### config.mk
export PLATFORM = sky130hd
export DESIGN_NAME = universal_shift_reg
export DESIGN_NICKNAME = d
export VERILOG_FILES = /design/src/rtl/universal_shift_reg.sv
export SDC_FILE = /design/constraint.sdc
export NUM_CORES = 1
export LEC_CHECK = 0
export CAP_MARGIN = 10
export CORE_UTILIZATION = 40
export DETAILED_ROUTE_END_ITERATION = 6
export HOLD_SLACK_MARGIN = 0.08
export PLACE_DENSITY = 0.85
export RECOVER_POWER = 50
export SYNTH_ARGS = -nofsm -noshare
export SYNTH_HDL_FRONTEND = slang
export SYNTH_SLANG_ARGS = --single-unit
### constraint.sdc
create_clock -name clk -period 1.5 [get_ports clk]
set_clock_uncertainty 0.05 [all_clocks]
set_input_delay 0.3 -clock clk [delete_from_list [all_inputs] [get_ports clk]]
set_output_delay 0.3 -clock clk [all_outputs]
set_load 0.05 [all_outputs]
### src/rtl/universal_shift_reg.sv
// W-bit enabled register with load, logical/arithmetic shifts, rotates and clear, plus serial-out and zero flags.
// One-cycle latency from sampled inputs to q/sout/zero; en=0 freezes all state.
module universal_shift_reg #(
  parameter int                 WIDTH     = 7,
  parameter logic [WIDTH-1:0]   RESET_VAL = {WIDTH{1'b0}}
) (
  input  logic             clk,
  input  logic             rst,
  input  logic             en,
  input  logic [2:0]       mode,
  input  logic [WIDTH-1:0] d,
  input  logic             sin,
  output logic [WIDTH-1:0] q,
  output logic             sout,
  output logic             zero
);

  localparam logic [2:0] M_HOLD = 3'b000;
  localparam logic [2:0] M_LOAD = 3'b001;
  localparam logic [2:0] M_SLL  = 3'b010;
  localparam logic [2:0] M_SRL  = 3'b011;
  localparam logic [2:0] M_ROL  = 3'b100;
  localparam logic [2:0] M_ROR  = 3'b101;
  localparam logic [2:0] M_ASR  = 3'b110;
  localparam logic [2:0] M_CLR  = 3'b111;

  logic [WIDTH-1:0] q_q, q_d;
  logic             sout_q, sout_d;
  logic             zero_q, zero_d;

  always_comb begin
    q_d    = q_q;
    sout_d = sout_q;
    zero_d = zero_q;
    if (en) begin
      case (mode)
        M_HOLD: q_d = q_q;
        M_LOAD: q_d = d;
        M_SLL: begin
          q_d    = {q_q[WIDTH-2:0], sin};
          sout_d = q_q[WIDTH-1];
        end
        M_SRL: begin
          q_d    = {sin, q_q[WIDTH-1:1]};
          sout_d = q_q[0];
        end
        M_ROL: begin
          q_d    = {q_q[WIDTH-2:0], q_q[WIDTH-1]};
          sout_d = q_q[WIDTH-1];
        end
        M_ROR: begin
          q_d    = {q_q[0], q_q[WIDTH-1:1]};
          sout_d = q_q[0];
        end
        M_ASR: begin
          q_d    = {q_q[WIDTH-1], q_q[WIDTH-1:1]};
          sout_d = q_q[0];
        end
        M_CLR: begin
          q_d    = '0;
          sout_d = 1'b0;
        end
      endcase
      // Flag tracks the value being written, so plain hold leaves it alone.
      if (mode != M_HOLD) zero_d = (q_d == '0);
    end
  end

  always_ff @(posedge clk) begin
    if (!rst) begin
      q_q    <= RESET_VAL;
      sout_q <= 1'b0;
      zero_q <= (RESET_VAL == '0);
    end else begin
      q_q    <= q_d;
      sout_q <= sout_d;
      zero_q <= zero_d;
    end
  end

  assign q    = q_q;
  assign sout = sout_q;
  assign zero = zero_q;

endmodule

==> run_1/wire_density.png <==
Scale: 8 px per um. 9 x 9 tiles, from dark blue (low) to red (high), scaled to the fullest tile. Values are wire area over tile area, all layers added.
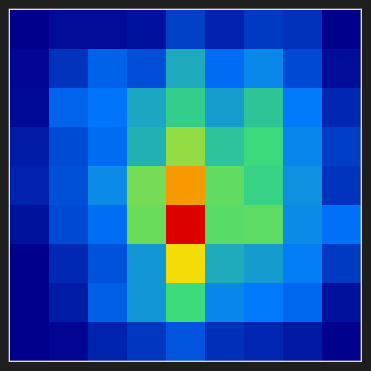
- densest ninth of the die: centre
- nearly empty tiles: 9.9%
- fullest tile: 1.1
- mean over tiles: 0.27
- tiles over half the peak: 11%
- emptiest ninth of the die: south-west
Routed WL: 2.87 mm
Total GRT Usage: 0.308
via count of the routed design: 942

==> run_1/pins.png <==
Scale: 12 px per um. Pins as bars across the die edge, other pins in grey.
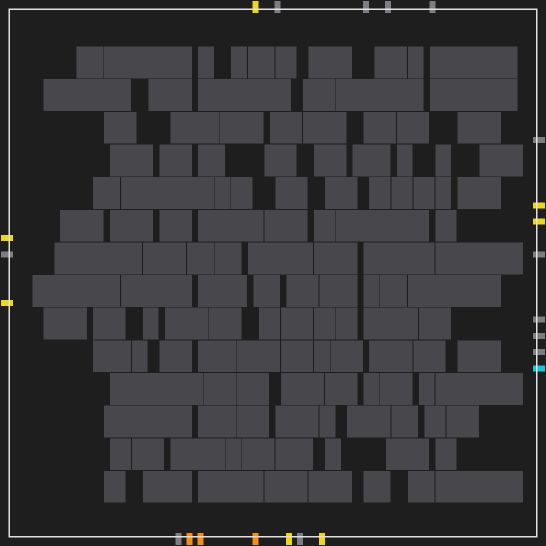
- cyan: sout (pins 1; direction output; edge east)
- yellow: d (pins 7; direction input; edge 2 south, 2 east, 2 west, 1 north)
- orange: mode (pins 3; direction input; edge south)
Die X: 43.8 um
PortBufs: 22

==> run_1/final_congestion.png <==
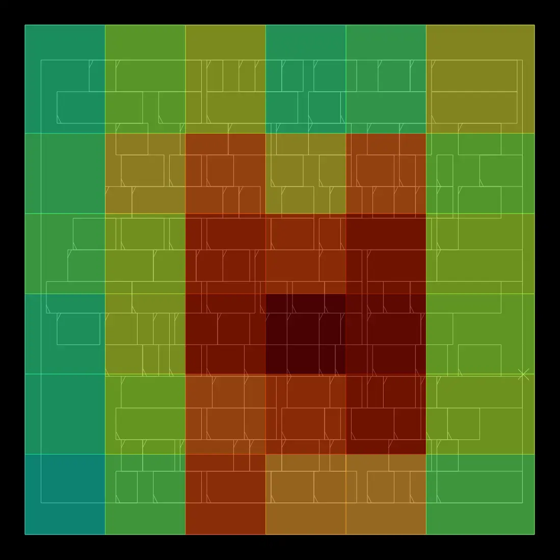
met1 usage: 0.341
met2 GRT Util: 0.513
routed length per instance: 20.2 um
GR peak layer: met2
GR Util met3: 0.0792

==> flow_metrics.tcl, run 1 <==
# metrics dict for downstream scripts
set metrics [dict create \
    violations "design-rule violations, negative setup slack" \
    dieArea_sq_um 1920 \
    nNetsFinal 141 \
    status "finished with violations" \
    wl_met3_um 260 \
    p_int_w 0.000567 \
    switching_power_w 0.000335 \
    syn_area_per_cell_sq_um 8.53 \
    path_cells "mux2_4 -> a222oi_1 -> buf_4 -> nand3_1 -> o311ai_2" \
    setup_viol 1 \
    cpPeakStageDelay_ns 0.34 \
    fin_ws_ns -0.102 \
    tool_warnings 29 \
    cp-endpoint "zero" \
    drc 1 \
    common_cells "dfxtp_1, nand2_1, nor2_1" \
    ys_sh_aoi 0.313 \
    max_slew_margin 0.731 \
    initial_core_util 0.444 \
    drive_above_1_share 0.452 \
    synth_area_leader_cell "dfxtp_1" \
]
run 1: cell usage in the layout, fill, tap and decap left out, types with 2 or more instances in the layout:
master | netlist | routed
a222oi_1 | 3 | 3
a31oi_1 | 2 | 2
buf_12 | 0 | 7
buf_2 | 1 | 2
buf_4 | 0 | 21
clkbuf_1 | 1 | 3
clkbuf_2 | 0 | 3
clkbuf_4 | 0 | 3
clkdlybuf4s50_1 | 0 | 10
dfxtp_1 | 9 | 4
dfxtp_2 | 0 | 5
mux2_4 | 0 | 3
mux2i_1 | 4 | 4
nand2_1 | 9 | 6
nand2_2 | 0 | 3
nand2b_1 | 2 | 2
nor2_1 | 7 | 7
nor2b_1 | 2 | 2
nor3_1 | 3 | 2
o211a_1 | 5 | 5
o21ai_0 | 5 | 5
==> run_1/met2.png <==
Scale: 12 px per um. Cells faint in the background.
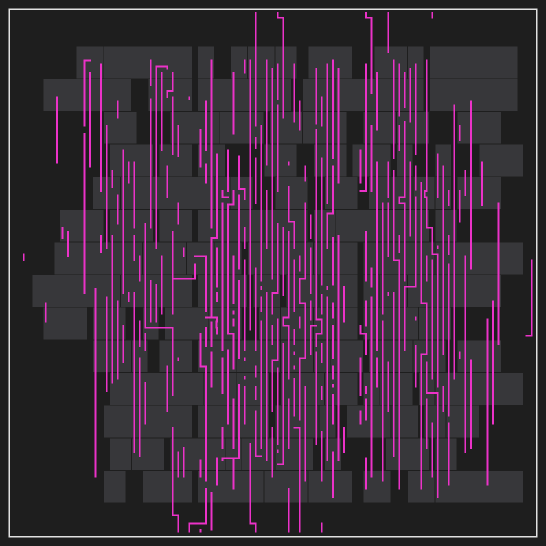

==> run 1 -> run 2 <==
--- a/config.mk
+++ b/config.mk
@@ -9,8 +9,10 @@
 export CORE_UTILIZATION = 40
 export DETAILED_ROUTE_END_ITERATION = 6
 export HOLD_SLACK_MARGIN = 0.08
+export MAX_ROUTING_LAYER = met4
 export PLACE_DENSITY = 0.85
 export RECOVER_POWER = 50
+export REMOVE_ABC_BUFFERS = 1
 export SYNTH_ARGS = -nofsm -noshare
 export SYNTH_HDL_FRONTEND = slang
 export SYNTH_SLANG_ARGS = --single-unit
==> run_2/met2.png <==
Scale: 12 px per um. Cells faint in the background.
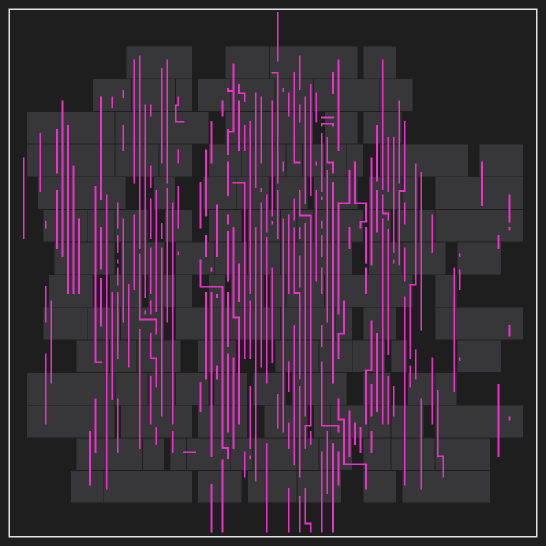
- wire length on this layer: 1150 um
- longest straight run: 24.5 um
- nets with wire on the layer: 124
via count of the routed design: 865
Routed WL: 2.46 mm

==> flow_metrics.tcl, run 2 <==
# metrics dict for downstream scripts
set metrics [dict create \
    common_cells "dfxtp_1, nand2_1, nor2_1" \
    status "finished with violations" \
    grt.busiest_layer "met2" \
    die_x_um 43.8 \
    grt_use_met1 0.340 \
    met2_usage 0.457 \
    synth_area_leader_cell "dfxtp_1" \
    wl_met3_um 153 \
    lay_top_cells "buf_4, clkdlybuf4s50_1, nand2_1, dfxtp_1" \
    drc 2 \
    fin_ws_ns -0.228 \
    path_cells "mux2_4 -> a222oi_1 -> nand3_1 -> o311ai_2" \
    mostFrequentLayoutCell "buf_4" \
    wl_per_cell_um 17.3 \
    violations "design-rule violations, negative setup slack" \
    initial_core_util 0.444 \
    ys_sh_aoi 0.313 \
    cpPeakStageDelay_ns 0.51 \
    setup_viol 3 \
    tool_warnings 26 \
    nNetsFinal 141 \
]
==> run_2/final_congestion.png <==
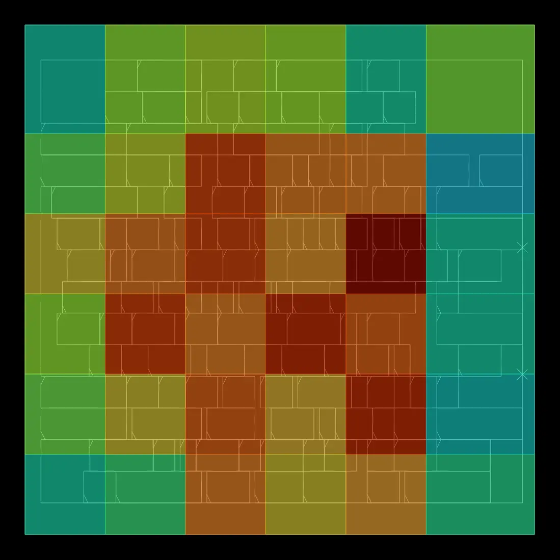
Total GRT Usage: 0.283
GR Util met3: 0.0458

-- run 2: cell counts after synthesis --
Identical to the previous run, type by type.
-- run 2: per-stage QoR --
step | TNS [ns] | instance area, sq um | power (W)
after floorplan | -0.370 | 642 | 0.000451
after global placement | -4.82 | 1130 | 0.000659
after detailed placement | -5.14 | 1130 | 0.000667
after CTS | 0 | 1200 | 0.000883
after global routing | -0.427 | 1210 | 0.000932
final | -0.351 | 1210 | 0.000902
-- run 2: report_power, final --
| group | internal [W] | switching, W | total [W] |
|---|---|---|---|
| logic | 0.000210 | 0.000211 | 0.000421 |
| registers | 0.000258 | 0.0000187 | 0.000277 |
| clock network | 0.000103 | 0.000101 | 0.000204 |
==> run 2 -> run 3 <==
--- a/config.mk
+++ b/config.mk
@@ -5,14 +5,17 @@
 export SDC_FILE = /design/constraint.sdc
 export NUM_CORES = 1
 export LEC_CHECK = 0
+export ABC_CLOCK_PERIOD_IN_PS = 1500
 export CAP_MARGIN = 10
 export CORE_UTILIZATION = 40
+export CTS_BUF_LIST = sky130_fd_sc_hd__clkbuf_4 sky130_fd_sc_hd__clkbuf_8 sky130_fd_sc_hd__clkbuf_16
 export DETAILED_ROUTE_END_ITERATION = 6
 export HOLD_SLACK_MARGIN = 0.08
 export MAX_ROUTING_LAYER = met4
 export PLACE_DENSITY = 0.85
 export RECOVER_POWER = 50
 export REMOVE_ABC_BUFFERS = 1
+export SETUP_SLACK_MARGIN = 0.02
 export SYNTH_ARGS = -nofsm -noshare
 export SYNTH_HDL_FRONTEND = slang
 export SYNTH_SLANG_ARGS = --single-unit
==> run_3/met2.png <==
Scale: 12 px per um. Cells faint in the background.
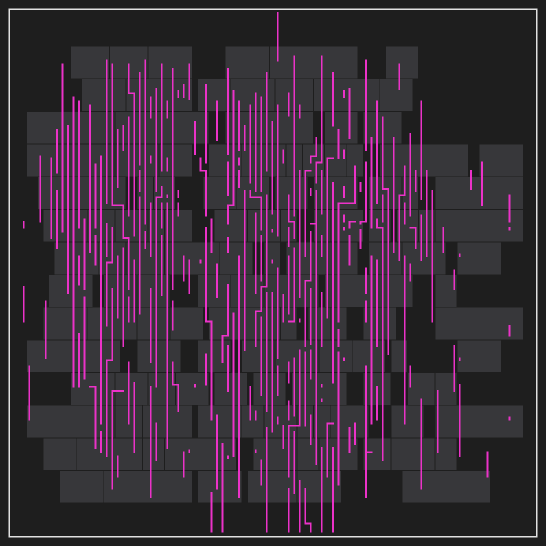
- main direction: vertical
- longest straight run: 24.1 um
- wire length on this layer: 1230 um
via count of the routed design: 906
Routed WL: 2.61 mm
met2 GRT Util: 0.433

==> run_3/final_congestion.png <==
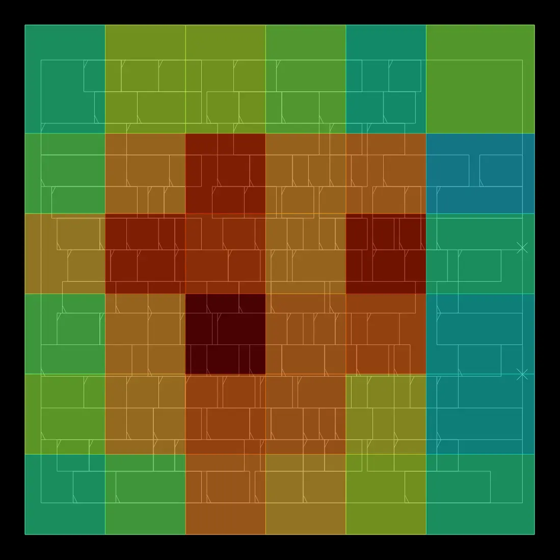
GR Util met3: 0.0917
met1 usage: 0.358
Total GRT Usage: 0.301
routed length per instance: 18.2 um
final core occ: 0.779

==> flow_metrics.tcl, run 3 <==
# metrics dict for downstream scripts
set metrics [dict create \
    status "finished with violations" \
    violations "design-rule violations, negative setup slack" \
    pwr-share-seq 0.298 \
    ys_sh_adder 0 \
    final_area_sq_um 1230 \
    setup_viol 3 \
    crit_required_ns 1.63 \
    mostFrequentLayoutCell "buf_4" \
    total_power_w 0.000930 \
    cpPeakStageDelay_ns 0.48 \
    switching_power_w 0.000335 \
    place_area_sq_um 1130 \
    grt.busiest_layer "met2" \
    common_cells "dfxtp_1, nand2_1, nor2_1" \
    wl_met3_um 231 \
    lay_top_cells "buf_4, clkdlybuf4s50_1" \
    p_seq_w 0.000277 \
    p_comb_w 0.000432 \
    cp-start-kind "register" \
    initial_core_util 0.444 \
    ys_sh_aoi 0.313 \
    grt_overflow 0 \
    power-top-group "combinational cells" \
    synth_area_leader_cell "dfxtp_1" \
    arrival_ns 1.73 \
    tool_warnings 27 \
    p_clk_frac 0.237 \
    fin_ws_ns -0.103 \
    cts_buffers 3 \
    comb_power_share 0.465 \
    drc 2 \
    fin_tns_setup_ns -0.206 \
    hold_start "zero" \
    die_x_um 43.8 \
    drtIter0Drc 60 \
    synthCells 82 \
    path_cells "mux2_4 -> a222oi_1 -> a31oi_2 -> o311ai_2" \
    period_used_share 1.07 \
    ys_sh_mux 0.106 \
    clk-power_w 0.000220 \
    p_int_w 0.000595 \
]
## run 3: final cells by class
class,count,area (sq um),share of cell area
Clock buffer,4,30.0,0.0245
Multi-Input combinational cell,66,520,0.424
Sequential cell,9,183,0.149
Tap cell,16,20.0,0.0163
Timing Repair Buffer,48,474,0.386
## run 3: repair_timing
item / CTS / global route
pin swaps: 6 / 5
setup endpoints to repair: 9 / 8
gates resized: 18 / 12
hold buffers: 0 / 0
buffers inserted: 4 / 3
## run 3: path summary, 6_finish.rpt
kind	endpoint	slack (ns)	cells after the start
setup reg to reg	zero	-0.10	4
hold reg to reg	zero	0.45	2
setup / recovery	zero	-0.10	4
hold / removal	zero	0.45	2
Power figures rest on the tool's default switching activity, not on a simulated workload.
